$ cat config.mk
export PLATFORM = sky130hd
export DESIGN_NAME = dsm_lin_interp
export DESIGN_NICKNAME = d
export VERILOG_FILES = /design/src/rtl/dsm_pkg.sv /design/src/rtl/dsm_stereo_fifo.sv /design/src/rtl/dsm_lin_interp.sv
export SDC_FILE = /design/constraint.sdc
export NUM_CORES = 1
export LEC_CHECK = 0
export ABC_AREA = 1
export CELL_PAD_IN_SITES_DETAIL_PLACEMENT = 1
export CELL_PAD_IN_SITES_GLOBAL_PLACEMENT = 1
export CORE_UTILIZATION = 50
export DETAILED_ROUTE_END_ITERATION = 8
export GPL_TIMING_DRIVEN = 0
export PLACE_DENSITY = 0.82
export SYNTH_ARGS = -nofsm -noshare
export SYNTH_HDL_FRONTEND = slang
export SYNTH_SLANG_ARGS = --single-unit
$ cat constraint.sdc
create_clock -name mclk512 -period 9.25 [get_ports mclk512]
set_input_delay 1.85 -clock mclk512 [delete_from_list [all_inputs] [get_ports mclk512]]
set_output_delay 1.85 -clock mclk512 [all_outputs]
set_load 0.05 [all_outputs]
$ cat src/rtl/dsm_pkg.sv
// Shared constants and types for the sigma-delta modulator feeder.
package dsm_pkg;

    localparam int DSM_W       = 24;
    localparam int INTERP_LOG2 = 3;

    // dem_count value on which every output update takes effect
    localparam logic [1:0] STEP_PHASE = 2'b11;

    typedef enum logic [1:0] {
        IDLE,
        RUN,
        STALL
    } state_t;

    typedef logic signed [DSM_W-1:0] sample_t;

endpackage

$ cat src/rtl/dsm_stereo_fifo.sv
// Stereo-pair FIFO with a registered head word (first-word fall-through).
module dsm_stereo_fifo #(
    parameter int WIDTH = 48,
    parameter int DEPTH = 4
) (
    input  logic             mclk512,
    input  logic             reset,
    input  logic             clr,
    input  logic             push,
    input  logic [WIDTH-1:0] wdata,
    input  logic             pop,
    output logic             full,
    output logic             empty,
    output logic [WIDTH-1:0] head
);

    localparam int             PTR_W    = $clog2(DEPTH);
    localparam logic [PTR_W:0] CNT_FULL = (PTR_W+1)'(DEPTH);

    logic [WIDTH-1:0] mem [DEPTH];
    logic [PTR_W-1:0] wr_ptr;
    logic [PTR_W-1:0] rd_ptr;
    logic [PTR_W-1:0] rd_ptr_n;
    logic [PTR_W:0]   count;
    logic             wr_en;
    logic             rd_en;

    assign full     = (count == CNT_FULL);
    assign empty    = (count == '0);
    assign wr_en    = push && !full;
    assign rd_en    = pop && !empty;
    assign rd_ptr_n = rd_en ? rd_ptr + PTR_W'(1) : rd_ptr;

    always_ff @(posedge mclk512) begin
        if (wr_en && !clr)
            mem[wr_ptr] <= wdata;
    end

    always_ff @(posedge mclk512 or posedge reset) begin
        if (reset) begin
            wr_ptr <= '0;
            rd_ptr <= '0;
            count  <= '0;
        end else if (clr) begin
            wr_ptr <= '0;
            rd_ptr <= '0;
            count  <= '0;
        end else begin
            rd_ptr <= rd_ptr_n;
            if (wr_en)
                wr_ptr <= wr_ptr + PTR_W'(1);
            case ({wr_en, rd_en})
                2'b10:   count <= count + (PTR_W+1)'(1);
                2'b01:   count <= count - (PTR_W+1)'(1);
                default: count <= count;
            endcase
        end
    end

    // The head follows the next read slot; a write landing in that slot bypasses the array.
    always_ff @(posedge mclk512 or posedge reset) begin
        if (reset)
            head <= '0;
        else if (clr)
            head <= '0;
        else if (wr_en && (wr_ptr == rd_ptr_n))
            head <= wdata;
        else
            head <= mem[rd_ptr_n];
    end

endmodule

$ cat src/rtl/dsm_lin_interp.sv
// Linear interpolator feeding the stereo sigma-delta modulator, one step per 4 mclk512 cycles.
// Optional zero-order-hold mode (zoh_sel port) is enabled with `define DSM_INTERP_ZOH_EN.
module dsm_lin_interp #(
    parameter int DSM_W       = dsm_pkg::DSM_W,
    parameter int INTERP_LOG2 = dsm_pkg::INTERP_LOG2,
    parameter int FIFO_DEPTH  = 4
) (
    input  logic             mclk512,
    input  logic             reset,
    input  logic             dsm_clr,
    input  logic             in_valid,
    output logic             in_ready,
    input  logic [DSM_W-1:0] in_left,
    input  logic [DSM_W-1:0] in_right,
`ifdef DSM_INTERP_ZOH_EN
    input  logic             zoh_sel,
`endif
    output logic [DSM_W-1:0] dsm_chan1,
    output logic [DSM_W-1:0] dsm_chan2,
    output logic [1:0]       dem_count,
    output logic             underrun
);

    import dsm_pkg::*;

    localparam int ACC_W = DSM_W + INTERP_LOG2 + 1;
    localparam int DLT_W = DSM_W + 1;
    localparam logic [INTERP_LOG2-1:0] K_LAST = '1;

    state_t                   state;
    state_t                   state_n;
    logic                     step;
    logic                     push;
    logic                     load;
    logic                     advance;
    logic                     set_underrun;
    logic                     fifo_full;
    logic                     fifo_empty;
    logic                     zoh;
    logic [2*DSM_W-1:0]       fifo_head;
    logic [DSM_W-1:0]         tgt_l;
    logic [DSM_W-1:0]         tgt_r;
    logic signed [ACC_W-1:0]  acc_l;
    logic signed [ACC_W-1:0]  acc_r;
    logic signed [ACC_W-1:0]  acc_l_ld;
    logic signed [ACC_W-1:0]  acc_r_ld;
    logic signed [DLT_W-1:0]  dlt_l;
    logic signed [DLT_W-1:0]  dlt_r;
    logic signed [DLT_W-1:0]  dlt_l_ld;
    logic signed [DLT_W-1:0]  dlt_r_ld;
    logic [INTERP_LOG2-1:0]   k;

    function automatic logic signed [ACC_W-1:0] scale_up(input logic [DSM_W-1:0] v);
        return {v[DSM_W-1], v, {INTERP_LOG2{1'b0}}};
    endfunction

    function automatic logic signed [ACC_W-1:0] widen(input logic signed [DLT_W-1:0] d);
        return {{INTERP_LOG2{d[DLT_W-1]}}, d};
    endfunction

    assign step      = (dem_count == STEP_PHASE);
    assign in_ready  = !fifo_full;
    assign push      = in_valid && in_ready;
    assign tgt_l     = fifo_head[2*DSM_W-1:DSM_W];
    assign tgt_r     = fifo_head[DSM_W-1:0];
    assign dsm_chan1 = acc_l[INTERP_LOG2 +: DSM_W];
    assign dsm_chan2 = acc_r[INTERP_LOG2 +: DSM_W];

`ifdef DSM_INTERP_ZOH_EN
    assign zoh = zoh_sel;
`else
    assign zoh = 1'b0;
`endif

    dsm_stereo_fifo #(
        .WIDTH (2*DSM_W),
        .DEPTH (FIFO_DEPTH)
    ) u_fifo (
        .mclk512 (mclk512),
        .reset   (reset),
        .clr     (dsm_clr),
        .push    (push),
        .wdata   ({in_left, in_right}),
        .pop     (load),
        .full    (fifo_full),
        .empty   (fifo_empty),
        .head    (fifo_head)
    );

    // Segment start folds the first increment in, so the load step already moves the output.
    always_comb begin
        dlt_l_ld = {tgt_l[DSM_W-1], tgt_l} - {dsm_chan1[DSM_W-1], dsm_chan1};
        dlt_r_ld = {tgt_r[DSM_W-1], tgt_r} - {dsm_chan2[DSM_W-1], dsm_chan2};
        acc_l_ld = scale_up(dsm_chan1) + widen(dlt_l_ld);
        acc_r_ld = scale_up(dsm_chan2) + widen(dlt_r_ld);
        if (zoh) begin
            dlt_l_ld = '0;
            dlt_r_ld = '0;
            acc_l_ld = scale_up(tgt_l);
            acc_r_ld = scale_up(tgt_r);
        end
    end

    always_comb begin
        state_n      = state;
        load         = 1'b0;
        advance      = 1'b0;
        set_underrun = 1'b0;
        if (step) begin
            case (state)
                IDLE, STALL: begin
                    if (!fifo_empty) begin
                        load    = 1'b1;
                        state_n = RUN;
                    end
                end
                RUN: begin
                    if (k != K_LAST) begin
                        advance = 1'b1;
                    end else if (!fifo_empty) begin
                        load = 1'b1;
                    end else begin
                        state_n      = STALL;
                        set_underrun = 1'b1;
                    end
                end
                default: state_n = IDLE;
            endcase
        end
    end

    always_ff @(posedge mclk512 or posedge reset) begin
        if (reset)
            state <= IDLE;
        else if (dsm_clr)
            state <= IDLE;
        else
            state <= state_n;
    end

    always_ff @(posedge mclk512 or posedge reset) begin
        if (reset) begin
            dem_count <= 2'd0;
            underrun  <= 1'b0;
        end else if (dsm_clr) begin
            dem_count <= 2'd0;
            underrun  <= 1'b0;
        end else begin
            dem_count <= dem_count + 2'd1;
            if (set_underrun)
                underrun <= 1'b1;
        end
    end

    always_ff @(posedge mclk512 or posedge reset) begin
        if (reset) begin
            acc_l <= '0;
            acc_r <= '0;
            dlt_l <= '0;
            dlt_r <= '0;
            k     <= '0;
        end else if (dsm_clr) begin
            acc_l <= '0;
            acc_r <= '0;
            dlt_l <= '0;
            dlt_r <= '0;
            k     <= '0;
        end else if (load) begin
            acc_l <= acc_l_ld;
            acc_r <= acc_r_ld;
            dlt_l <= dlt_l_ld;
            dlt_r <= dlt_r_ld;
            k     <= '0;
        end else if (advance) begin
            acc_l <= acc_l + widen(dlt_l);
            acc_r <= acc_r + widen(dlt_r);
            k     <= k + INTERP_LOG2'(1);
        end
    end

endmodule

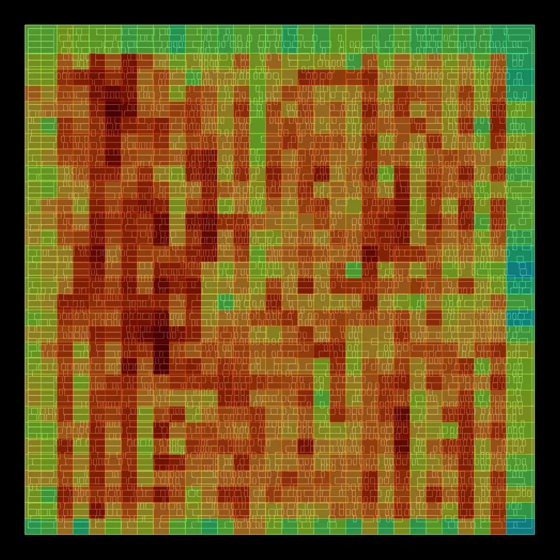
*Routing congestion, run 1*
met3 Use GR: 0.06916
final core utilization: 0.5809
Global Route Usage Sum: 0.3957
global routing met2 resource utilization: 0.6564
Wirelength per Cell: 25.14 µm

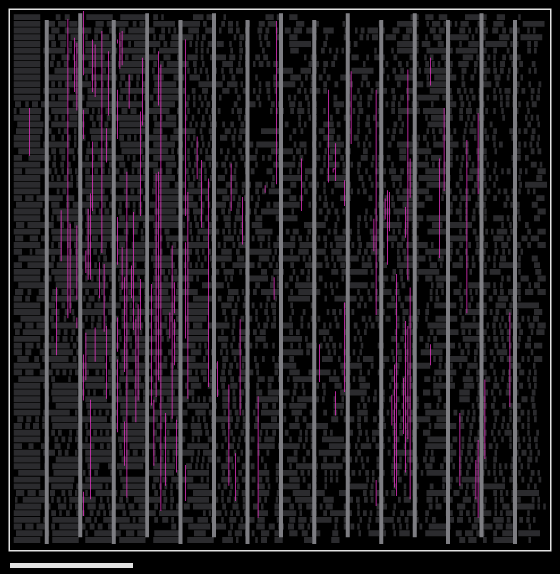
*Signal wires on met4, run 1*
Scale bar: 50 µm. Supply wires on this layer in grey. Cells faint in the background.
nets with wire on the layer = 78
wire length on this layer = 3740 µm
main direction = vertical
via count: 23080
routed wire length: 94.24 mm

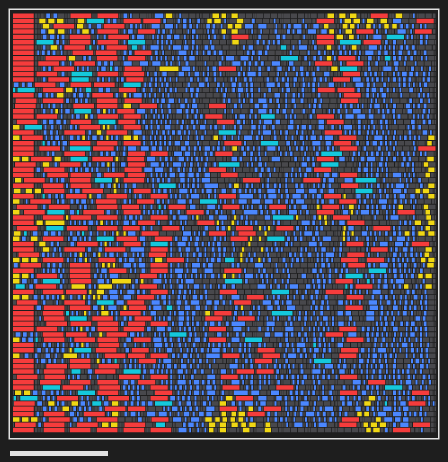
*Placement by cell class, run 1*
Scale bar: 50 µm. Fill, decap, tap and diode cells in grey.
remaining buffers and delay cells -> yellow  # cells 234, share of their area 7.2%
registers -> red  # cells 359, share of their area 38%
remaining logic cells -> blue  # cells 2470, share of their area 49%
clock drivers and dummy loads -> cyan  # cells 78, share of their area 5.7%

==> qor.txt, run 1 <==
Status -> finished clean
Initial antenna violation count -> 2
Worst R2R Path Depth -> 21
Logic inverters -> 325
Post-Synth XOR/XNOR Area -> 0.02117
CP cell instances -> clkdlybuf4s50_1, inv_1, clkbuf_1, nand2_1, nor2_4, buf_16, buf_16
Die span in y -> 219.1 µm
Non-Filler Instances -> 3749
Pre-CTS WS -> 4065 ps
Die area -> 48020 µm²
Number of port buffers -> 103
Multi-Input Combinational -> 2145
Final Instance Area -> 27040 µm²
Post-CTS Resized -> 0
EDFF count, synth -> 192
Syn Area/Cell -> 7.981 µm²
Met2 wire length -> 44.36 mm
Startpoint Class -> input port
Pint -> 4.235 mW
Die Wd -> 219.1 µm
R2r endpoint -> acc_r[25]$_DFFE_PP0P_
Slew margin rel. -> 0.2482
IO Pins -> 104
Synthesized Nets -> 3170
Clk sinks -> 359
Most frequent cell after synthesis -> nand2_1
Final worst setup slack -> 4479 ps
Cell class ranked first by area -> multi-input combinational cells
Number of stages on the worst setup path -> 7
Crit path max-delay family -> buffers and inverters
Most frequent logic cell in the layout -> nand2_1
Yosys Instances -> 2954
FF-to-FF Start -> acc_r[3]$_DFFE_PP0P_
CP startpoint -> dsm_clr
Post-synth regs -> 359
Most numerous cell on the critical path -> buf_16
Rows -> 79
Inserted Diodes -> 1
Reg area -> 9945 µm²
Maximum VDD drop -> 0.1867 mV
Root Driver -> clkbuf_16
Max incr delay on CP -> 700 ps
Worst Hold End -> dlt_r[21]$_DFFE_PP0P_
Most numerous logic cells after layout -> nand2_1, nor2_1, inv_1
MUX share of area -> 0
Pwr Total -> 8.083 mW
Post-synth area hogs -> edfxtp_1, dfrtp_1, nand2_1, ha_1, o21ai_0
Worst-path clk slew -> 60 ps
Post-DR vias/cell -> 6.156
### Placement density heat map, run 1

22 x 22 tiles, from white (low) to dark blue (high), 0 to 100% covered.
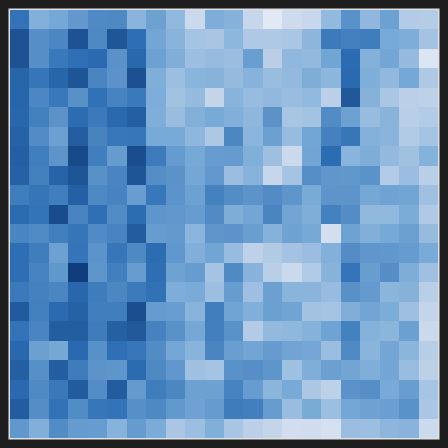

==> inputs of run 2 (changes only) <==
--- a/config.mk
+++ b/config.mk
@@ -8,10 +8,10 @@
 export ABC_AREA = 1
 export CELL_PAD_IN_SITES_DETAIL_PLACEMENT = 1
 export CELL_PAD_IN_SITES_GLOBAL_PLACEMENT = 1
-export CORE_UTILIZATION = 50
+export CORE_UTILIZATION = 42
 export DETAILED_ROUTE_END_ITERATION = 8
 export GPL_TIMING_DRIVEN = 0
-export PLACE_DENSITY = 0.82
+export PLACE_DENSITY = 0.73
 export SYNTH_ARGS = -nofsm -noshare
 export SYNTH_HDL_FRONTEND = slang
 export SYNTH_SLANG_ARGS = --single-unit
==> constraint.sdc (replaced) <==
create_clock -name mclk512 -period 4 [get_ports mclk512]
set_input_delay 0.8 -clock mclk512 [delete_from_list [all_inputs] [get_ports mclk512]]
set_output_delay 0.8 -clock mclk512 [all_outputs]
set_load 0.05 [all_outputs]
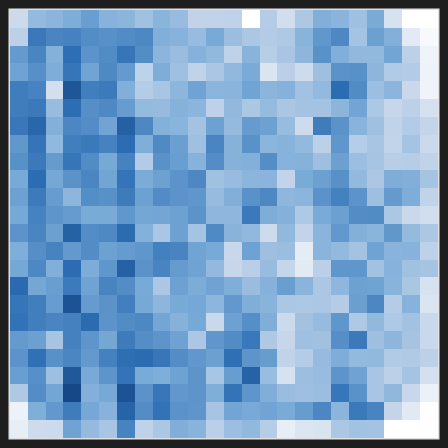
*Placement density heat map, run 2*
24 x 24 tiles, from white (low) to dark blue (high), 0 to 100% covered.
fullest tile = 90%
tiles over 75% full = 3.5%
nearly empty tiles = 1.2%
mean over tiles = 48%

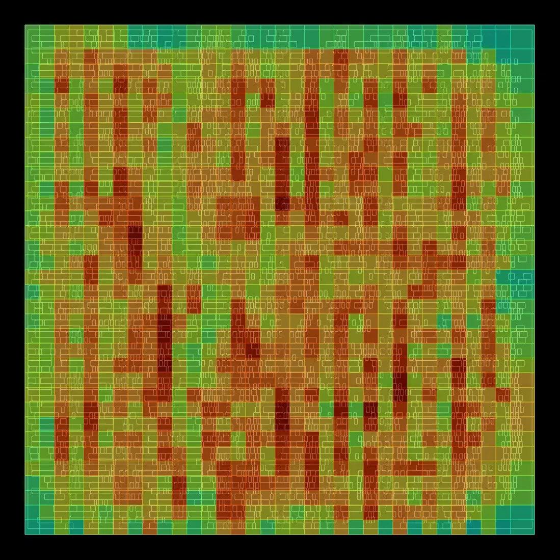
*Routing congestion, run 2*
global routing met2 resource utilization: 0.5032
met3 Use GR: 0.03337

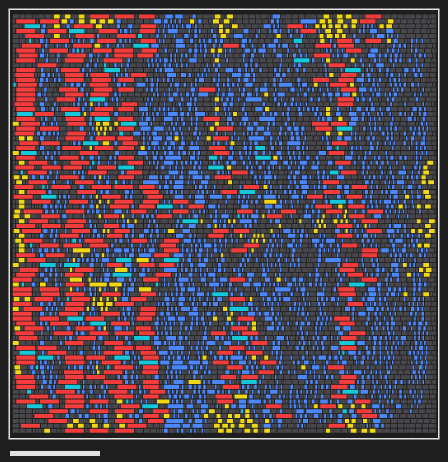
*Placement by cell class, run 2*
Scale bar: 50 µm. Fill, decap, tap and diode cells in grey.
remaining logic cells -> blue  # cells 2470, share of their area 50%
remaining buffers and delay cells -> yellow  # cells 282, share of their area 8.5%
registers -> red  # cells 359, share of their area 37%
clock drivers and dummy loads -> cyan  # cells 73, share of their area 4.7%
final core utilization: 0.5092
Rows: 86
flop share of the area: 0.3546
Core Box Area: 55310 µm²

==> run 2 against run 1 <==
  * Critical path depth increased by 12
  * Sequential share of layout area decreased by 1.3 points
  * Critical endpoint is now acc_r[13]$_DFFE_PP0P_
  * Cell count increased by 4.9%
  * Register-to-register slack got worse by 4400 ps
  * Count of clock-buffer cells in the layout increased by 3
  * Global-route usage decreased by 8.9 points
  * Largest power group unchanged
==> qor.txt, run 2 <==
Fp_density -> 0.4263 (was 0.5064)
Post-CTS setup buffer count -> 3 (was 0)
Logic inverters -> 325 (unchanged)
Yosys synthesis chip area -> 23580 µm² (unchanged)
Worst Hold End -> dlt_l[4]$_DFFE_PP0P_ (was dlt_r[21]$_DFFE_PP0P_)
Power Density -> 680.6 nW/µm² (was 298.9 nW/µm²)
Post-synth regs -> 359 (unchanged)
Die area -> 57090 µm² (was 48020 µm²)
Vias in the first global route -> 22560 (was 23900)
Leakage -> 12.31 nW (was 12.12 nW)
Via count -> 21930 (was 23080)
Most frequent logic cell in the layout -> nand2_1 (unchanged)
Global Route Usage Sum -> 0.3071 (was 0.3957)
Pre-CTS WS -> -324.3 ps (was 4065 ps)
Layout area overhead -> 19.46% (was 14.70%)
Crit path max-delay family -> simple AND/OR/NAND/NOR gates (was buffers and inverters)
Post-Synth XOR/XNOR Area -> 0.02117 (unchanged)
Max Fanout on Critical Path -> 5 (was 18)
Number of port buffers -> 103 (unchanged)
Cell class ranked first by area -> multi-input combinational cells (unchanged)
Clk network pwr share -> 0.190 (was 0.229)
CP cell instances -> ha_2, fa_1, inv_1, nand2_1, nand2_1, nand3_1, nand2_2, xor2_1, ha_1, a21oi_1, nand2_1, nand2_1, nand2_1, inv_1, o21ai_0, nand2_1, nand3_1, nand3_1, o21ai_0 (was clkdlybuf4s50_1, inv_1, clkbuf_1, nand2_1, nor2_4, buf_16, buf_16)
Startpoint Class -> flop (was input port)
Met2 wire length -> 40.93 mm (was 44.36 mm)
Worst path slowest cell -> xor2_1 (was clkbuf_1)
Most frequent cell after synthesis -> nand2_1 (unchanged)
Worst path required time -> 4420 ps (was 9540 ps)
Sw Ratio -> 0.4739 (was 0.4761)
Most numerous cell on the critical path -> nand2_1 (was buf_16)
Syn Area/Cell -> 7.981 µm² (unchanged)
Initial antenna violation count -> 0 (was 2)
MUX share of area -> 0 (unchanged)
Sequential fraction of the synthesis area -> 0.4218 (unchanged)
Log Warnings -> 33 (was 36)
Post-CTS Resized -> 35 (was 0)
Non-Filler Instances -> 3932 (was 3749)
EDFF count, synth -> 192 (unchanged)
Register share of total power -> 0.243 (was 0.251)
Met1 wire length -> 40.65 mm (was 39.06 mm)
Final worst setup slack -> 83.02 ps (was 4479 ps)
Synthesized Nets -> 3170 (unchanged)
Fill count -> 6702 (was 5655)
IO Pins -> 104 (unchanged)
Sw Pwr -> 9.083 mW (was 3.848 mW)
FF-to-FF Start -> acc_r[3]$_DFFE_PP0P_ (unchanged)
Worst Path Buf+Inv -> 2 (was 5)
Clock-cell share -> 0.04576 (was 0.05520)
Worst setup path endpoint -> acc_r[13]$_DFFE_PP0P_ (was u_fifo.mem[0][41]$_DFFE_PP_)
R2r endpoint -> acc_r[13]$_DFFE_PP0P_ (was acc_r[25]$_DFFE_PP0P_)
Routed wire length -> 88.14 mm (was 94.24 mm)
Skew-Pair Late Insertion Delay -> 580 ps (was 610 ps)
Final Instance Area -> 28160 µm² (was 27040 µm²)
Final Slew Violations -> 0 (unchanged)
Met1 Resource Use GR -> 0.4254 (was 0.5154)
Clk sinks -> 359 (unchanged)
Post-route setup TNS -> 0 ps (unchanged)
Share of post-route cells with drive strength above 1 -> 0.1376 (was 0.07354)
Largest register by flop count -> u_fifo.mem (unchanged)
Max incr delay on CP -> 480 ps (was 700 ps)
Worst-path clk slew -> 60 ps (about the same)
Slew margin rel. -> 0.2300 (was 0.2482)
Die Wd -> 238.9 µm (was 219.1 µm)
Multi-Input Combinational -> 2145 (unchanged)
Yosys Instances -> 2954 (unchanged)
Buffers excl. clock -> 282 (was 234)
Maxcap violations -> 0 (unchanged)
DP Area -> 25790 µm² (was 25550 µm²)
Die span in y -> 238.9 µm (was 219.1 µm)
Root Driver -> clkbuf_16 (unchanged)
Maximum VDD drop -> 0.4376 mV (was 0.1867 mV)
Inserted Diodes -> 0 (was 1)
Pint -> 10.09 mW (was 4.235 mW)
Most numerous logic cells after layout -> nand2_1, nor2_1, inv_1 (unchanged)
Drt pass-1 iters -> 5 (unchanged)
ANT nets after route -> 0 (unchanged)
Reg area -> 9986 µm² (was 9945 µm²)
Wirelength per Cell -> 22.42 µm (was 25.14 µm)
Flop-to-flop setup slack -> 80 ps (was 4520 ps)
Worst R2R Path Depth -> 19 (was 21)
Post-synth area hogs -> edfxtp_1, dfrtp_1, nand2_1, ha_1, o21ai_0 (unchanged)
Pwr Total -> 19.17 mW (was 8.083 mW)
CP startpoint -> acc_r[3]$_DFFE_PP0P_ (was dsm_clr)
Number of stages on the worst setup path -> 19 (was 7)
Status -> finished clean (unchanged)
H-Tree Depth -> 2 (unchanged)
First-pass GRT wire length -> 132.5 mm (was 142.1 mm)
Post-DR vias/cell -> 5.577 (was 6.156)
Drt drc -> 0 (unchanged)
### Signal wires on met4, run 2

Scale bar: 50 µm. Supply wires on this layer in grey. Cells faint in the background.
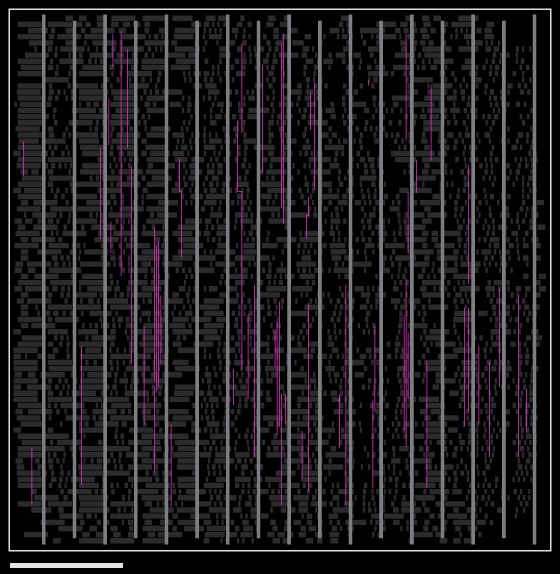

==> inputs of run 3 (changes only) <==
--- a/config.mk
+++ b/config.mk
@@ -8,10 +8,10 @@
 export ABC_AREA = 1
 export CELL_PAD_IN_SITES_DETAIL_PLACEMENT = 1
 export CELL_PAD_IN_SITES_GLOBAL_PLACEMENT = 1
-export CORE_UTILIZATION = 42
+export CORE_UTILIZATION = 47
 export DETAILED_ROUTE_END_ITERATION = 8
 export GPL_TIMING_DRIVEN = 0
-export PLACE_DENSITY = 0.73
+export PLACE_DENSITY = 0.78
 export SYNTH_ARGS = -nofsm -noshare
 export SYNTH_HDL_FRONTEND = slang
 export SYNTH_SLANG_ARGS = --single-unit
==> constraint.sdc (replaced) <==
create_clock -name mclk512 -period 4.5 [get_ports mclk512]
set_input_delay 0.9 -clock mclk512 [delete_from_list [all_inputs] [get_ports mclk512]]
set_output_delay 0.9 -clock mclk512 [all_outputs]
set_load 0.05 [all_outputs]
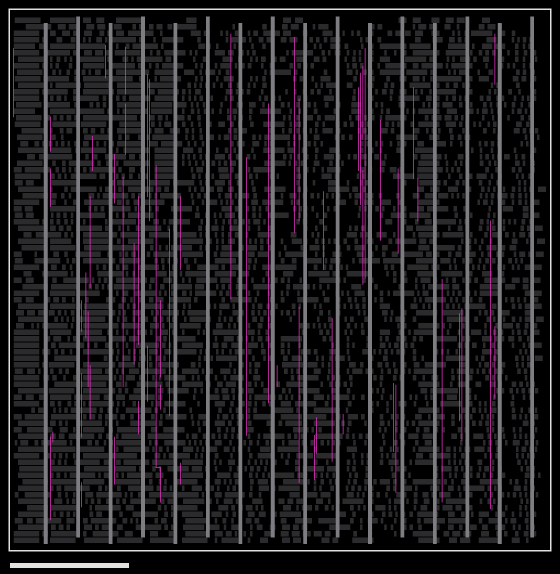
*Signal wires on met4, run 3*
Scale bar: 50 µm. Supply wires on this layer in grey. Cells faint in the background.
share of all routed wire = 2.9%
main direction = vertical
via count: 22220
routed wire length: 87.92 mm

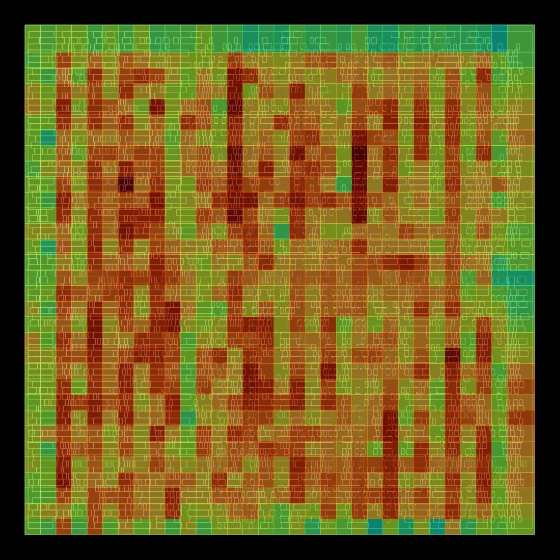
*Routing congestion, run 3*
global routing met2 resource utilization: 0.5802
met3 Use GR: 0.05087

==> run 3 against run 2 <==
  * Wire length is 0.26% lower
  * Count of clock-buffer cells in the layout is 11 lower
  * Global-route usage increased by 4.0 points
  * Critical path type unchanged
  * Critical endpoint is now acc_r[25]$_DFFE_PP0P_
==> qor.txt, run 3 <==
Clk network pwr share -> 0.213 (was 0.190)
Core Box Area -> 49250 µm² (was 55310 µm²)
Post-CTS setup buffer count -> 0 (was 3)
First-pass GRT wire length -> 132.8 mm (was 132.5 mm)
Global Route Usage Sum -> 0.3468 (was 0.3071)
Clock-cell share -> 0.05039 (was 0.04576)
IO Pins -> 104 (unchanged)
Logic inverters -> 325 (unchanged)
Vias in the first global route -> 23130 (was 22560)
Max incr delay on CP -> 460 ps (was 480 ps)
Maxcap violations -> 0 (unchanged)
Slew margin rel. -> 0.2539 (was 0.2300)
Root Driver -> clkbuf_16 (unchanged)
ANT nets after route -> 0 (unchanged)
Die area -> 51060 µm² (was 57090 µm²)
Initial antenna violation count -> 0 (unchanged)
Most numerous logic cells after layout -> nand2_1, nor2_1, inv_1 (unchanged)
MUX share of area -> 0 (unchanged)
Status -> finished clean (unchanged)
EDFF count, synth -> 192 (unchanged)
Fill count -> 5994 (was 6702)
CP cell instances -> inv_1, ha_1, nand2_1, inv_1, a21oi_1, nand2_1, nand2_1, nand3_1, xnor2_1, inv_1, ha_1, a21oi_1, o21ai_0, inv_1, nor2_1, o21ai_0, nand3_1, nand2_1, nand3_1, nand3_1, nand2_1 (was ha_2, fa_1, inv_1, nand2_1, nand2_1, nand3_1, nand2_2, xor2_1, ha_1, a21oi_1, nand2_1, nand2_1, nand2_1, inv_1, o21ai_0, nand2_1, nand3_1, nand3_1, o21ai_0)
Log Warnings -> 33 (unchanged)
Met1 wire length -> 38.40 mm (was 40.65 mm)
Buffers excl. clock -> 240 (was 282)
Share of post-route cells with drive strength above 1 -> 0.07577 (was 0.1376)
Flop share of the area -> 0.3668 (was 0.3546)
Worst R2R Path Depth -> 21 (was 19)
Skew-Pair Late Insertion Delay -> 580 ps (about the same)
Post-synth area hogs -> edfxtp_1, dfrtp_1, nand2_1, ha_1, o21ai_0 (unchanged)
Die Wd -> 226.0 µm (was 238.9 µm)
Pre-CTS WS -> 73.22 ps (was -324.3 ps)
Max Fanout on Critical Path -> 5 (unchanged)
Largest register by flop count -> u_fifo.mem (unchanged)
Sequential fraction of the synthesis area -> 0.4218 (unchanged)
Sw Pwr -> 7.634 mW (was 9.083 mW)
Met2 wire length -> 41.65 mm (was 40.93 mm)
Number of port buffers -> 103 (unchanged)
CP startpoint -> acc_r[9]$_DFFE_PP0P_ (was acc_r[3]$_DFFE_PP0P_)
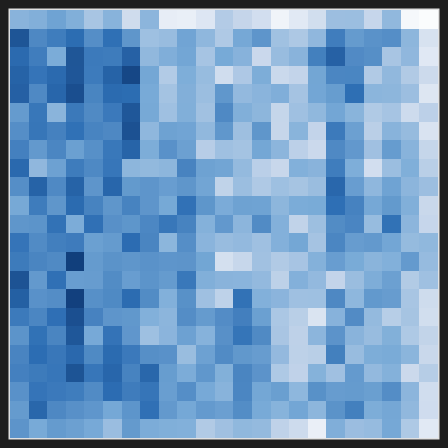
*Placement density heat map, run 3*
23 x 23 tiles, from white (low) to dark blue (high), 0 to 100% covered.
fullest tile = 94%
mean over tiles = 52%
tiles over 75% full = 7.8%
final core utilization: 0.5505
fp_density: 0.4787


==> screenshots <==
Metal 1.
Supply wires on this layer in grey.
picture 1
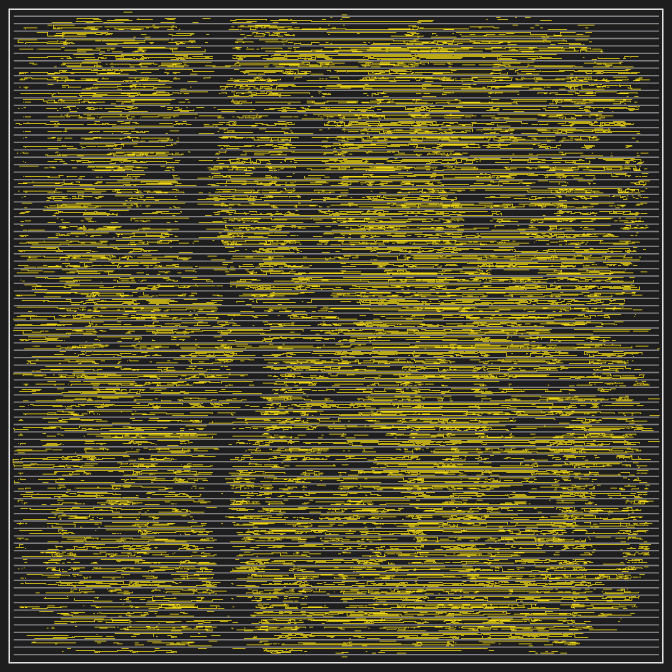
picture 2
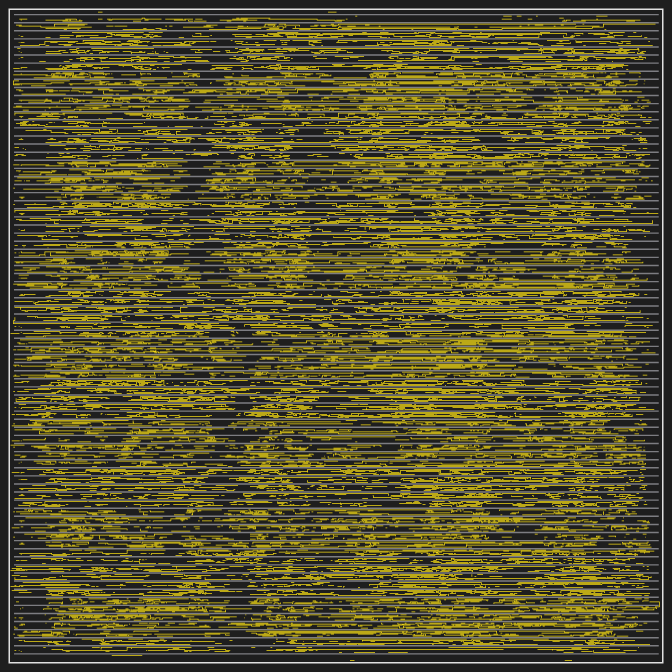
run 2: picture 1
run 1: picture 2

Key to picture 2:
longest straight run = 79.8 µm
wire length on this layer = 39.1 mm
main direction = horizontal
nets with wire on the layer = 3203
share of all routed wire = 41%

No activity file was given, so power comes from the tool's default toggle rates.
